Run 1, cell placement:
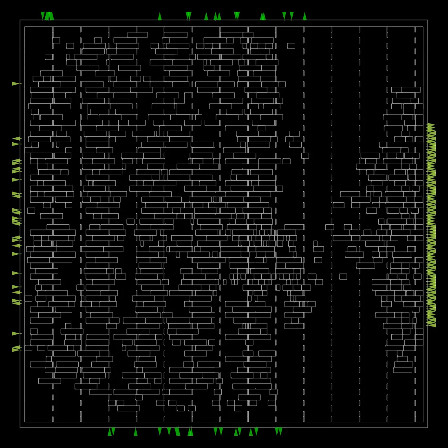
Run 1, gate families picked out:
Scale bar: 50 um.
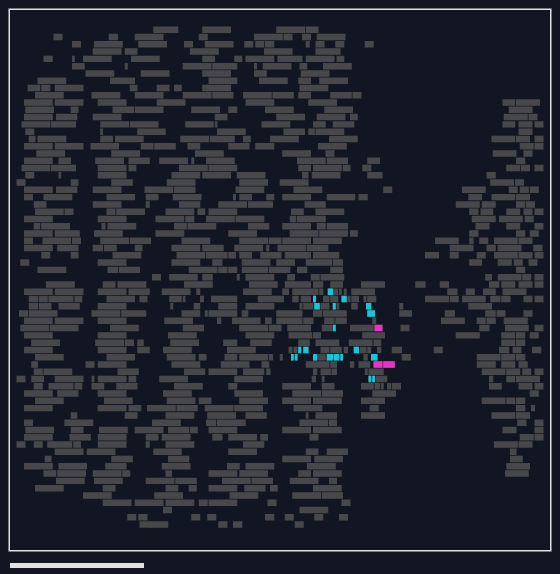
Run 1, nets reached from selected ports:
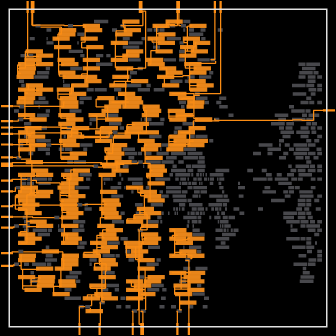
Run 1, cell density map:
The die is cut into 20 by 20 equal tiles; black is low, pale yellow is high, 0 to 100% covered.
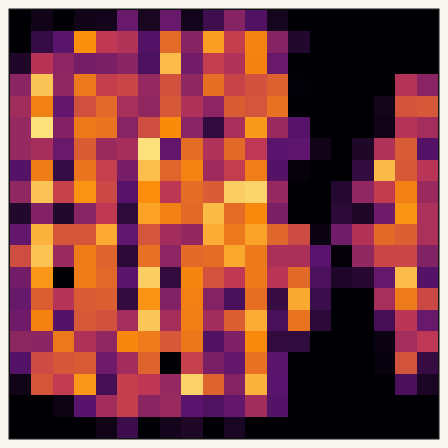
### config.mk
export PLATFORM = sky130hd
export DESIGN_NAME = fp_series_feeder
export DESIGN_NICKNAME = d
export VERILOG_FILES = /design/src/rtl/fp_series_feeder.sv
export SDC_FILE = /design/constraint.sdc
export NUM_CORES = 1
export LEC_CHECK = 0
export ABC_CLOCK_PERIOD_IN_PS = 10980
export CORE_MARGIN = 2
export CORE_UTILIZATION = 30
export CTS_BUF_LIST = sky130_fd_sc_hd__clkbuf_2 sky130_fd_sc_hd__clkbuf_4 sky130_fd_sc_hd__clkbuf_8
export CTS_CLUSTER_SIZE = 10
export DETAILED_ROUTE_END_ITERATION = 12
export GPL_TIMING_DRIVEN = 0
export PLACE_DENSITY = 0.49
export SLEW_MARGIN = 20
export SYNTH_ARGS = -nofsm -noshare
export SYNTH_HDL_FRONTEND = slang
export SYNTH_SLANG_ARGS = --single-unit
### constraint.sdc
create_clock -name clk -period 10.98 [get_ports clk]
set_input_delay 1.647 -clock clk [delete_from_list [all_inputs] [get_ports clk]]
set_output_delay 1.647 -clock clk [all_outputs]
set_load 0.01 [all_outputs]
### src/rtl/fp_series_feeder.sv
// Collects N single-precision words, streams them into fp_series_add after a
// one-cycle clear, then captures the adder's sum with a one-cycle valid strobe.
module fp_series_feeder #(
    parameter int N   = 8,
    parameter int LAT = 2,
    parameter int FTZ = 0
) (
    input  logic        clk,
    input  logic        reset,
    input  logic [31:0] in_data,
    input  logic        in_valid,
    output logic        in_ready,
    input  logic        start,
    output logic        busy,
    output logic        adder_clear,
    output logic [31:0] adder_data,
    input  logic [31:0] adder_sum,
    output logic [31:0] sum,
    output logic        sum_valid
);

    localparam int CW = $clog2(N + 1);
    localparam int IW = $clog2(N);
    localparam int LW = $clog2(LAT + 1);
    localparam logic [CW-1:0] LAST_IDX = CW'(N - 1);
    localparam logic [LW-1:0] LAST_LAT = LW'(LAT - 1);

    typedef enum logic [2:0] {
        S_FILL   = 3'd0,
        S_FULL   = 3'd1,
        S_CLEAR  = 3'd2,
        S_STREAM = 3'd3,
        S_WAIT   = 3'd4
    } state_t;

    state_t        state_q, state_d;
    logic [CW-1:0] wcnt_q, wcnt_d;
    logic [CW-1:0] ridx_q, ridx_d;
    logic [LW-1:0] lat_q, lat_d;
    logic [31:0]   sum_q, sum_d;
    logic          sum_valid_q, sum_valid_d;
    logic [31:0]   buf_q [N];
    logic          accept_s;

    // Subnormals become signed zero; NaN, Inf and normals pass untouched.
    function automatic logic [31:0] ftz_word(input logic [31:0] w);
        logic [31:0] r;
        if ((FTZ != 0) && (w[30:23] == 8'h00) && (w[22:0] != 23'h000000)) begin
            r = {w[31], 31'h0000_0000};
        end else begin
            r = w;
        end
        return r;
    endfunction

    assign accept_s = (state_q == S_FILL) && in_valid;

    // Next-state and datapath decisions for the feeder sequence.
    always_comb begin
        state_d     = state_q;
        wcnt_d      = wcnt_q;
        ridx_d      = ridx_q;
        lat_d       = lat_q;
        sum_d       = sum_q;
        sum_valid_d = 1'b0;
        case (state_q)
            S_FILL: begin
                if (accept_s) begin
                    wcnt_d = wcnt_q + CW'(1);
                    if (wcnt_q == LAST_IDX) begin
                        state_d = S_FULL;
                    end else begin
                        state_d = S_FILL;
                    end
                end else begin
                    wcnt_d = wcnt_q;
                end
            end
            S_FULL: begin
                if (start) begin
                    state_d = S_CLEAR;
                end else begin
                    state_d = S_FULL;
                end
            end
            S_CLEAR: begin
                ridx_d  = {CW{1'b0}};
                state_d = S_STREAM;
            end
            S_STREAM: begin
                ridx_d = ridx_q + CW'(1);
                if (ridx_q == LAST_IDX) begin
                    lat_d   = {LW{1'b0}};
                    state_d = S_WAIT;
                end else begin
                    state_d = S_STREAM;
                end
            end
            S_WAIT: begin
                if (lat_q == LAST_LAT) begin
                    sum_d       = adder_sum;
                    sum_valid_d = 1'b1;
                    wcnt_d      = {CW{1'b0}};
                    state_d     = S_FILL;
                end else begin
                    lat_d = lat_q + LW'(1);
                end
            end
            default: begin
                state_d = S_FILL;
            end
        endcase
    end

    // Control and result registers, cleared asynchronously.
    always_ff @(posedge clk or negedge reset) begin
        if (!reset) begin
            state_q     <= S_FILL;
            wcnt_q      <= {CW{1'b0}};
            ridx_q      <= {CW{1'b0}};
            lat_q       <= {LW{1'b0}};
            sum_q       <= 32'h0000_0000;
            sum_valid_q <= 1'b0;
        end else begin
            state_q     <= state_d;
            wcnt_q      <= wcnt_d;
            ridx_q      <= ridx_d;
            lat_q       <= lat_d;
            sum_q       <= sum_d;
            sum_valid_q <= sum_valid_d;
        end
    end

    // Word buffer; contents are don't-care after reset, so it has none.
    always_ff @(posedge clk) begin
        if (accept_s) begin
            buf_q[wcnt_q[IW-1:0]] <= ftz_word(in_data);
        end
    end

    assign in_ready    = (state_q == S_FILL);
    assign busy        = (state_q == S_CLEAR) || (state_q == S_STREAM) || (state_q == S_WAIT);
    // The adder is held in reset together with the feeder.
    assign adder_clear = (!reset) || (state_q == S_CLEAR);
    assign adder_data  = (state_q == S_STREAM) ? buf_q[ridx_q[IW-1:0]] : 32'h0000_0000;
    assign sum         = sum_q;
    assign sum_valid   = sum_valid_q;

endmodule

==> deck_impl_summary.md, run 1 <==
Key Metrics from the Run

Power
  • Pint: roughly 2400 uW
  • Sequential Power: 1310 uW
  • Pleak: 0.005267 uW
  • Clock power frac: 31.7%
  • Net Sw Frac: approximately 28%
  • Worst vdd ir: ~0.13 mV
  • Sequential group share of total power: about 40%

Timing
  • Slew HR: roughly 45%
  • Setup violators final: 0
  • TNS Setup: 0 ps
  • RSZ-0062 raised after global routing: false
  • Setup ws final: roughly 6200 ps
  • Worst-margin pin slew: 829.6 ps
  • Fin. max-slew vios: 0

Global routing
  • Initial antenna violation count: 3
  • Most Crowded Layer GR: met2
  • First-pass GRT wire length: 40.43 mm
  • Grt met2 use: 22.61%
  • Total track usage: between 10% and 20%

Synth
  • Synth async-reset ratio: between 10% and 20%
  • Main logic family: multiplexers
  • Synthesized area per cell: 22.46 sq um
  • Synth Seq Share: 75.24%
  • Top cells by count, synth: 256 x edfxtp_1, 50 x mux4_2, 46 x dfrtp_1, 35 x a22o_1, 27 x mux2_4
  • Post-Synth XOR/XNOR Area: 0%
  • Top area contributor share: 65.45%
  • Mux share: 17.00%
  • Syn Nets: 594
  • EDFF count, synth: 256

Clock network
  • CTS Buf Count: approximately 52
  • Clock-pin slew on the worst setup and hold paths: 60 ps
  • Clock Tree Root: clkbuf_8

Layout
  • Logic Gate Count: 188
  • Signal buffers: 187
  • Largest class: registers
  • Inserted Diodes: 0
  • Non-clock inverters: 3
  • Fraction of layout cells with a size suffix above 1: 28.04%
  • Combinational Area: 2705 sq um
  • Seq. cell area: 8838 sq um

Routing
  • Metal3 WL: 2.240 mm
  • WL/cell: around 22 um
  • First-pass DRT Iterations: 4
  • Via-to-Cell Ratio: 4.644
  • # DRC: 0
  • Top Layer Used: met5

Worst setup path
  • Worst EP required: 9330 ps
  • Max FO, Critical Path: 10
  • WS Path Type: reg2out

Placed design
  • Post-DP HPWL: 17.95 mm

Die
  • Die height: 201.9 um
  • Tapcells: 518
  • Die width: 201.9 um
  • Die area: just over 40000 sq um

Run status
  • Status: finished clean

Hold path
  • Worst min-delay path startpoint: wcnt_q[3]
Back to the opening pictures, 'cell placement':
core area: 38650 sq um
Rows: 72
Util after Layout: 39.55%
fill count: 3500

Back to the opening pictures, 'gate families picked out':
- cyan: nand cells (cells 20; most used nand2_1)
- magenta: and/or cells (cells 3)
Comb area share: 17.70%
final cell count without fillers: 1292

Back to the opening pictures, 'nets reached from selected ports':
- orange: in_data (direction input; edge 15 left, 9 top, 7 bottom, 1 right; end cells 256; buffers 32; wire 3010 um)
# IOs: 136
PortBufs: 135

Back to the opening pictures, 'cell density map':
- tiles over 75% full: 8.3%
- densest ninth of the die: centre
- nearly empty tiles: 22%
- mean over tiles: 36%
Init Core Util: 30.39%

==> run 1: worst max-delay path: stages, from the launching register on <==
cell and delay [ps]:
dfrtp_1 430, buf_2 300, clkbuf_1 640, mux4_2 410, a22o_1 240, clkdlybuf4s50_1 510
==> run 1: worst paths after layout <==
check / slack, ps / endpoint / depth (start not counted)
worst min-delay path: 480 / wcnt_q[3] / 1
worst min register to register: 480 / wcnt_q[3] / 1
min in group asynchronous: 1010 / lat_q[0] / 1
worst max register to register: 8240 / buf_q[0][25] / 6
max in group asynchronous: 9430 / sum[13] / 2
worst max-delay path: 6190 / adder_data[15] / 5
==> run 1: state kept, by name (all words and copies together), names as in the netlist <==
register	cells
buf_q	256
sum	32
ridx_q	4
wcnt_q	4
state_q	3
lat_q	2
sum_valid	1
Run 1, metal 3:
Scale bar: 50 um.
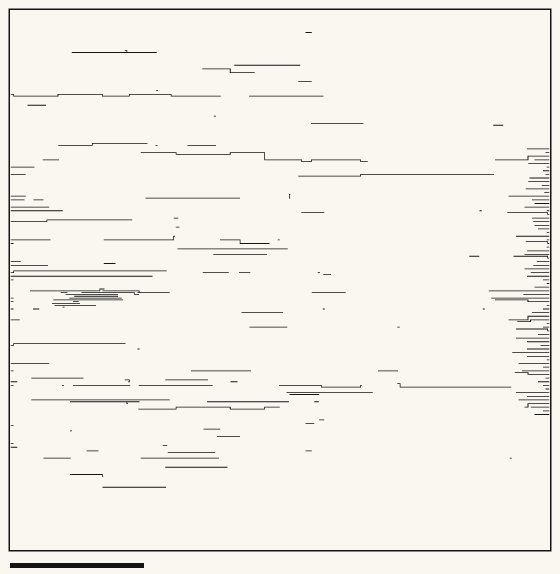

==> run 1 -> run 2 <==
- ABC_CLOCK_PERIOD_IN_PS: 10980 -> 4100
- PLACE_DENSITY: 0.49 -> 0.51
- clock period: 10.98 -> 4.1 ns (I/O delays scaled with it)
Run 2, metal 3:
Scale bar: 50 um.
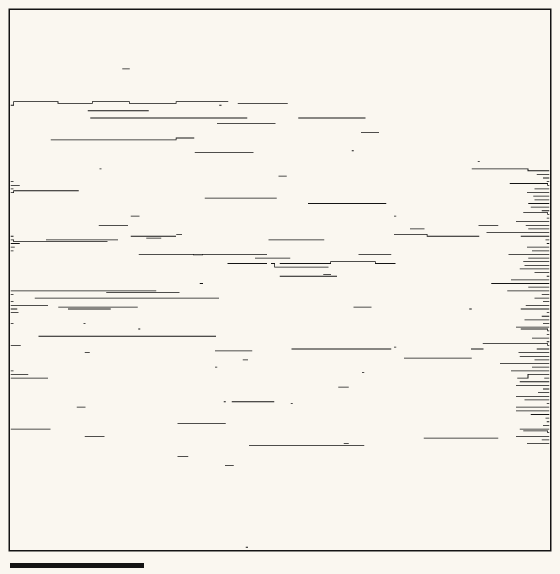
- longest straight run: 68.5 um
- nets with wire on the layer: 124
met3 Use GR: 3.821%
via total after detailed routing: 5947
routed wire length: 27.74 mm

Run 2, cell density map:
The die is cut into 20 by 20 equal tiles; black is low, pale yellow is high, 0 to 100% covered.
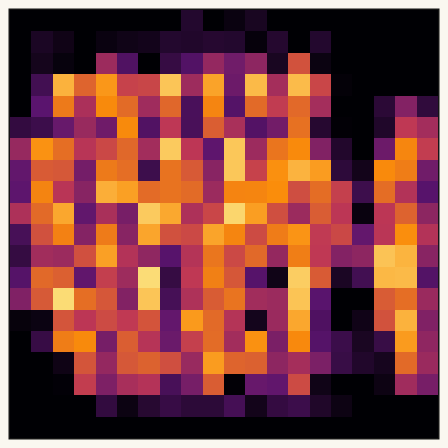
- tiles over 75% full: 10%
- fullest tile: 92%
- nearly empty tiles: 22%
- mean over tiles: 36%
Util after Layout: 39.11%

Run 2, cell placement:
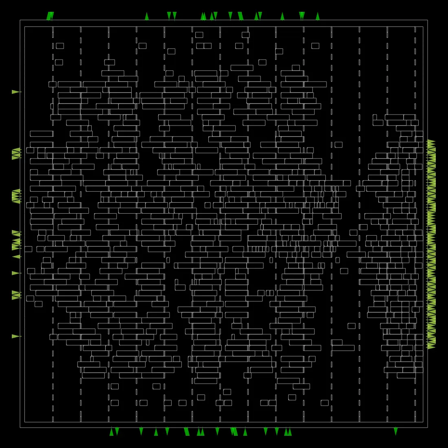
Tapcells: 518
flop share of the area: 58.47%
fill count: 3467

==> deck_impl_summary.md, run 2 <==
Key Metrics from the Run

Run status
  • Status: finished clean

Timing
  • Setup ws final: 287.9 ps (-5905 ps)
  • Fin. max-slew vios: 0 (unchanged)
  • Slew HR: 42.57% (-2.1 points)
  • Setup violators final: 0 (unchanged)
  • RSZ-0062 raised after global routing: false
  • TNS Setup: 0 ps (unchanged)
  • Worst-margin pin slew: 861.5 ps (+31.94 ps)

Layout
  • Final cell count without fillers: 1284 (-0.62%)
  • Fraction of layout cells with a size suffix above 1: 26.96% (-1.1 points)
  • Comb area share: 17.90% (+0.20 points)
  • Largest class: registers
  • Logic Gate Count: 188 (unchanged)
  • Seq. cell area: 8838 sq um (unchanged)
  • Combinational Area: 2705 sq um (unchanged)
  • Signal buf overhead: 13.12%
  • Largest register FFs: 256 (unchanged)
  • Inserted Diodes: 2 (+2)
  • Signal buffers: 187 (unchanged)
  • Nets@finish: between 800 and 900

Placed design
  • PortBufs: 135 (unchanged)
  • Dpl cells: 1198
  • Post-DP HPWL: 18.16 mm (+1.2%)

Synth
  • EDFF count, synth: 256 (unchanged)
  • Synth async-reset ratio: 15.23% (unchanged)
  • Syn Nets: 594 (unchanged)
  • Synth Seq Share: 75.24% (unchanged)
  • Top area contributor share: 65.45% (unchanged)
  • Yosys stat area: 11750 sq um
  • Synthesized area per cell: 22.46 sq um (unchanged)
  • Top cells by count, synth: 256 x edfxtp_1, 50 x mux4_2, 46 x dfrtp_1, 35 x a22o_1, 27 x mux2_4

Power
  • Clock power frac: 29.2% (-2.5 points)
  • Sequential Power: 3510 uW (+170%)
  • Pint: 6110 uW (+160%)
  • Pleak: 0.005190 uW (-1.5%)
  • Worst vdd ir: 0.3193 mV (+150%)
  • Sequential group share of total power: 41.2% (+1.5 points)
  • Net Sw Frac: 28.45% (about the same)

Worst setup path
  • WP buf/inv: 3 (unchanged)
  • Worst path max stage delay: 680 ps (+40 ps)
  • CP max stage cell: clkbuf_1
  • Worst reg-to-reg path cell count: 7 (+1)
  • Worst Setup EP: adder_data[18]
  • RR Endpoint: buf_q[0][20]
  • WS Path Type: reg2out
  • Worst EP required: 3480 ps (-5850 ps)
  • Slack of the worst reg-to-reg path: 1340 ps (-6900 ps)
  • WP depth: 5 (unchanged)
  • Crit path from: ridx_q[1]
  • Max FO, Critical Path: 10 (unchanged)
  • Top Family by Delay on Critical Path: buffers and inverters

Clock network
  • CTS tree: yes
  • CTS Buf Count: 48 (-7.7%)
  • Clock-pin slew on the worst setup and hold paths: 60 ps (about the same)

Global routing
  • Initial antenna violation count: 3 (unchanged)
  • Total track usage: 13.72% (+0.047 points)

Routing
  • WL/cell: 21.60 um (+0.29%)
  • First-pass DRT Iterations: 6 (+2)
  • # DRC: 0 (unchanged)

Die
  • Core area: 38650 sq um (unchanged)
  • Die height: 201.9 um (unchanged)
  • Die area: 40750 sq um (unchanged)
  • # IOs: 136 (unchanged)
  • Die width: 201.9 um (unchanged)
-- run 2: cell types whose count changed in the layout (fill, tap and decap cells not counted), sizes merged --
cell	previous run	this run
clkbuf	74	67
bufinv	3	2
clkinvlp	1	0
clkinv	20	19
diode	0	2
-- run 2: cell families (layout without fill, tap and decap cells) --
kind of cell	count (synthesis)	count (layout)	share of synthesized area (%)
compound gates	46	46	3.281
fa+ha+maj	3	3	0.3196
buf+inv	33	274	2.130
flops	302	302	75.24
mux	100	100	17.00
other cells	0	2	0
simple gates	39	39	2.024
-- run 2: layer usage --
metal	global-route usage, %	up-vias	routed length, um
met5	0	-	14
li1	-	2618	-
met4	4.044	2	619
met3	3.821	53	1903
met2	22.09	205	13130
met1	18.16	3069	12070
==> run 2 -> run 3 <==
- CORE_UTILIZATION: 30 -> 52
- PLACE_DENSITY: 0.51 -> 0.79
Run 3, nets reached from selected ports:
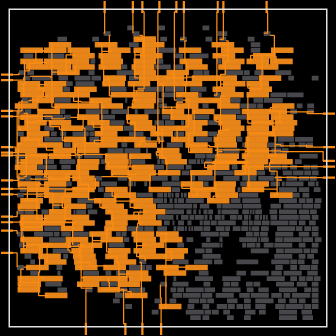
- orange: in_data (direction input; edge 14 left, 9 top, 5 right, 4 bottom; end cells 256; buffers 32; wire 2790 um)

Run 3, gate families picked out:
Scale bar: 50 um.
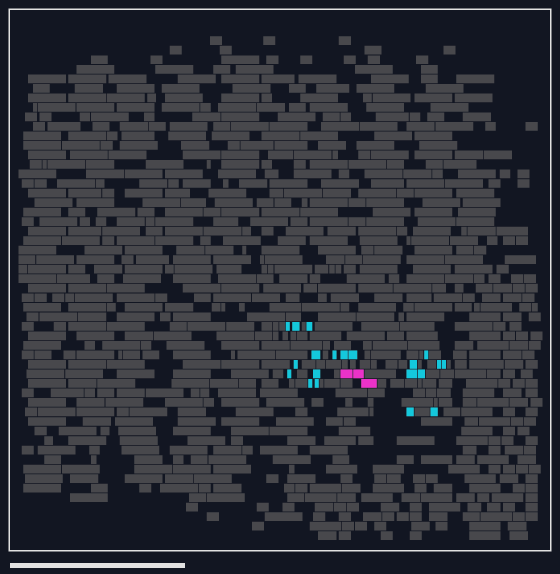
- magenta: and/or cells (cells 3)
- cyan: nand cells (cells 20; most used nand2_1)
Commonest Layout Cell: edfxtp_1
final cell count without fillers: 1037
Comb area share: 18.41%

==> deck_impl_summary.md, run 3 <==
Key Metrics from the Run

Layout
  • Largest class: registers
  • Combinational Area: 2705 sq um (unchanged)
  • Non-clock inverters: 3
  • Nets@finish: 795 (-0.75%)
  • Largest register FFs: 256 (unchanged)
  • Signal buf overhead: 12.61% (-0.51 points)
  • Flop share of the area: 60.14% (+1.7 points)
  • Logic Gate Count: 188 (unchanged)
  • Signal buffers: 182 (-2.7%)
  • Fraction of layout cells with a size suffix above 1: 27.38% (+0.42 points)
  • Fill count: 1445 (-58%)
  • Inserted Diodes: 1 (-1)
  • Seq. cell area: 8838 sq um (unchanged)

Routing
  • First-pass DRT Iterations: 4 (-2)
  • Top Layer Used: met5
  • # DRC: 0 (unchanged)
  • Routed wl met2: 12.07 mm (-8.0%)
  • WL/cell: 23.84 um (+10%)
  • Routed wire length: 24.72 mm (-11%)
  • Metal3 WL: 2.139 mm (+12%)
  • DRT met1 WL: 9.916 mm (-18%)
  • Via total after detailed routing: 6036 (+1.5%)

Synth
  • Mux share: 17.00% (unchanged)
  • Post-Synth XOR/XNOR Area: 0% (unchanged)
  • Main logic family: multiplexers
  • Synth async-reset ratio: 15.23% (unchanged)
  • Ys cells: 523
  • Yosys stat area: 11750 sq um (unchanged)
  • EDFF count, synth: 256 (unchanged)
  • And+or+nand+nor area frac: 2.024% (unchanged)
  • FA/HA/MAJ Cells, Area Fraction: 0.3196% (unchanged)
  • Syn Nets: 594 (unchanged)
  • Top area contributor share: 65.45% (unchanged)
  • Synth Seq Share: 75.24% (unchanged)
  • Aoi share: 3.281% (unchanged)
  • Synthesized area per cell: 22.46 sq um (unchanged)
  • Post-synth regs: 302
  • Top cells by count, synth: 256 x edfxtp_1, 50 x mux4_2, 46 x dfrtp_1, 35 x a22o_1, 27 x mux2_4

Power
  • Pleak: 0.005142 uW (-0.91%)
  • Worst vdd ir: 0.4625 mV (+45%)

Die
  • Die width: 154.3 um (-24%)
  • Tapcells: 280 (-46%)
  • Die area: 23810 sq um (-42%)
  • # IOs: 136 (unchanged)
  • Die height: 154.3 um (-24%)

Global routing
  • Pin count of the biggest net entering global routing: 29
  • Met3 Use GR: 5.408% (+1.6 points)
  • Grt met2 use: 34.27% (+12 points)
  • Most Crowded Layer GR: met2
  • First-pass GRT wire length: 37.91 mm
  • Initial antenna violation count: 2 (-1)
  • Met1 GRT Util: 28.89% (+11 points)
  • Total track usage: 21.30% (+7.6 points)

Timing
  • Setup violators final: 0 (unchanged)
  • Worst-margin pin slew: 808.2 ps (-53.29 ps)
  • RSZ-0062 raised after global routing: false
  • Fin. max-slew vios: 0 (unchanged)
  • Setup ws final: 491.6 ps (+203.7 ps)
  • Slew HR: 45.99% (+3.4 points)

Worst setup path
  • Worst reg-to-reg path cell count: 8 (+1)
  • Crit path from: ridx_q[1]
  • Worst Setup EP: adder_data[15]
  • WS Path Type: reg2out
  • Max FO, Critical Path: 10 (unchanged)
  • RR Endpoint: buf_q[0][12]
  • Worst path max stage delay: 620 ps (-60 ps)
  • Worst setup EP type: output port
  • Worst EP required: 3480 ps (about the same)
  • Slack of the worst reg-to-reg path: 1340 ps (about the same)

Clock network
  • Clock-pin slew on the worst setup and hold paths: 60 ps (about the same)
  • CTS tree: yes
  • CTS Buf Count: 47 (-2.1%)

Placed design
  • Post-DP HPWL: 15.70 mm (-14%)
  • PortBufs: 135 (unchanged)

Run status
  • Status: finished clean
Run 3, cell density map:
The die is cut into 15 by 15 equal tiles; black is low, pale yellow is high, 0 to 100% covered.
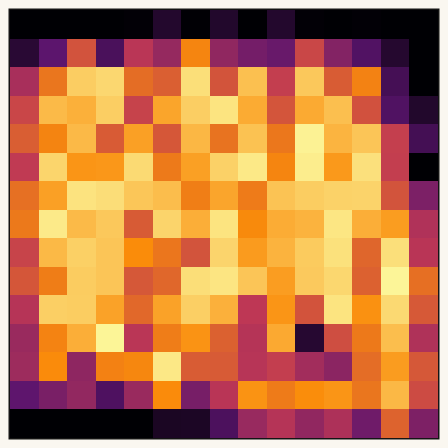
- fullest tile: 98%
- tiles over 75% full: 41%
- mean over tiles: 60%
- emptiest ninth of the die: upper right
- nearly empty tiles: 8.9%
core area: 22030 sq um
Util after Layout: 66.72%
Init Core Util: 53.33%

[run 3: netlist changes by cell type in the layout (fill, tap and decap cells not counted), sizes merged]
cell and delta:
bufinv -1, inv -2, diode -1, clkinv -6, buf -5, clkbuf +5
clkinvlp +1
[run 3: critical path: cells and delay by family (launching register included)]
family,cells,cell delay (ps)
buffers and inverters,3,1430
flip-flops,1,400
multiplexers,1,400
AND-OR/OR-AND,1,210
[run 3: stage by stage]
stage | instances | setup TNS, ps
3_5_place_dp | 955 | 0
2_1_floorplan | 523 | 0
3_3_place_gp | 938 | -283790
6_report | 1037 | 0
4_1_cts | 1036 | 0
5_1_grt | 1037 | 0
[run 3: report_power, final]
part	internal (uW)	switching, uW
Clock	1380	1100
Combinational	1310	1150
Sequential	3440	72.8
Total	6130	2330
No activity file was given, so power comes from the tool's default toggle rates.
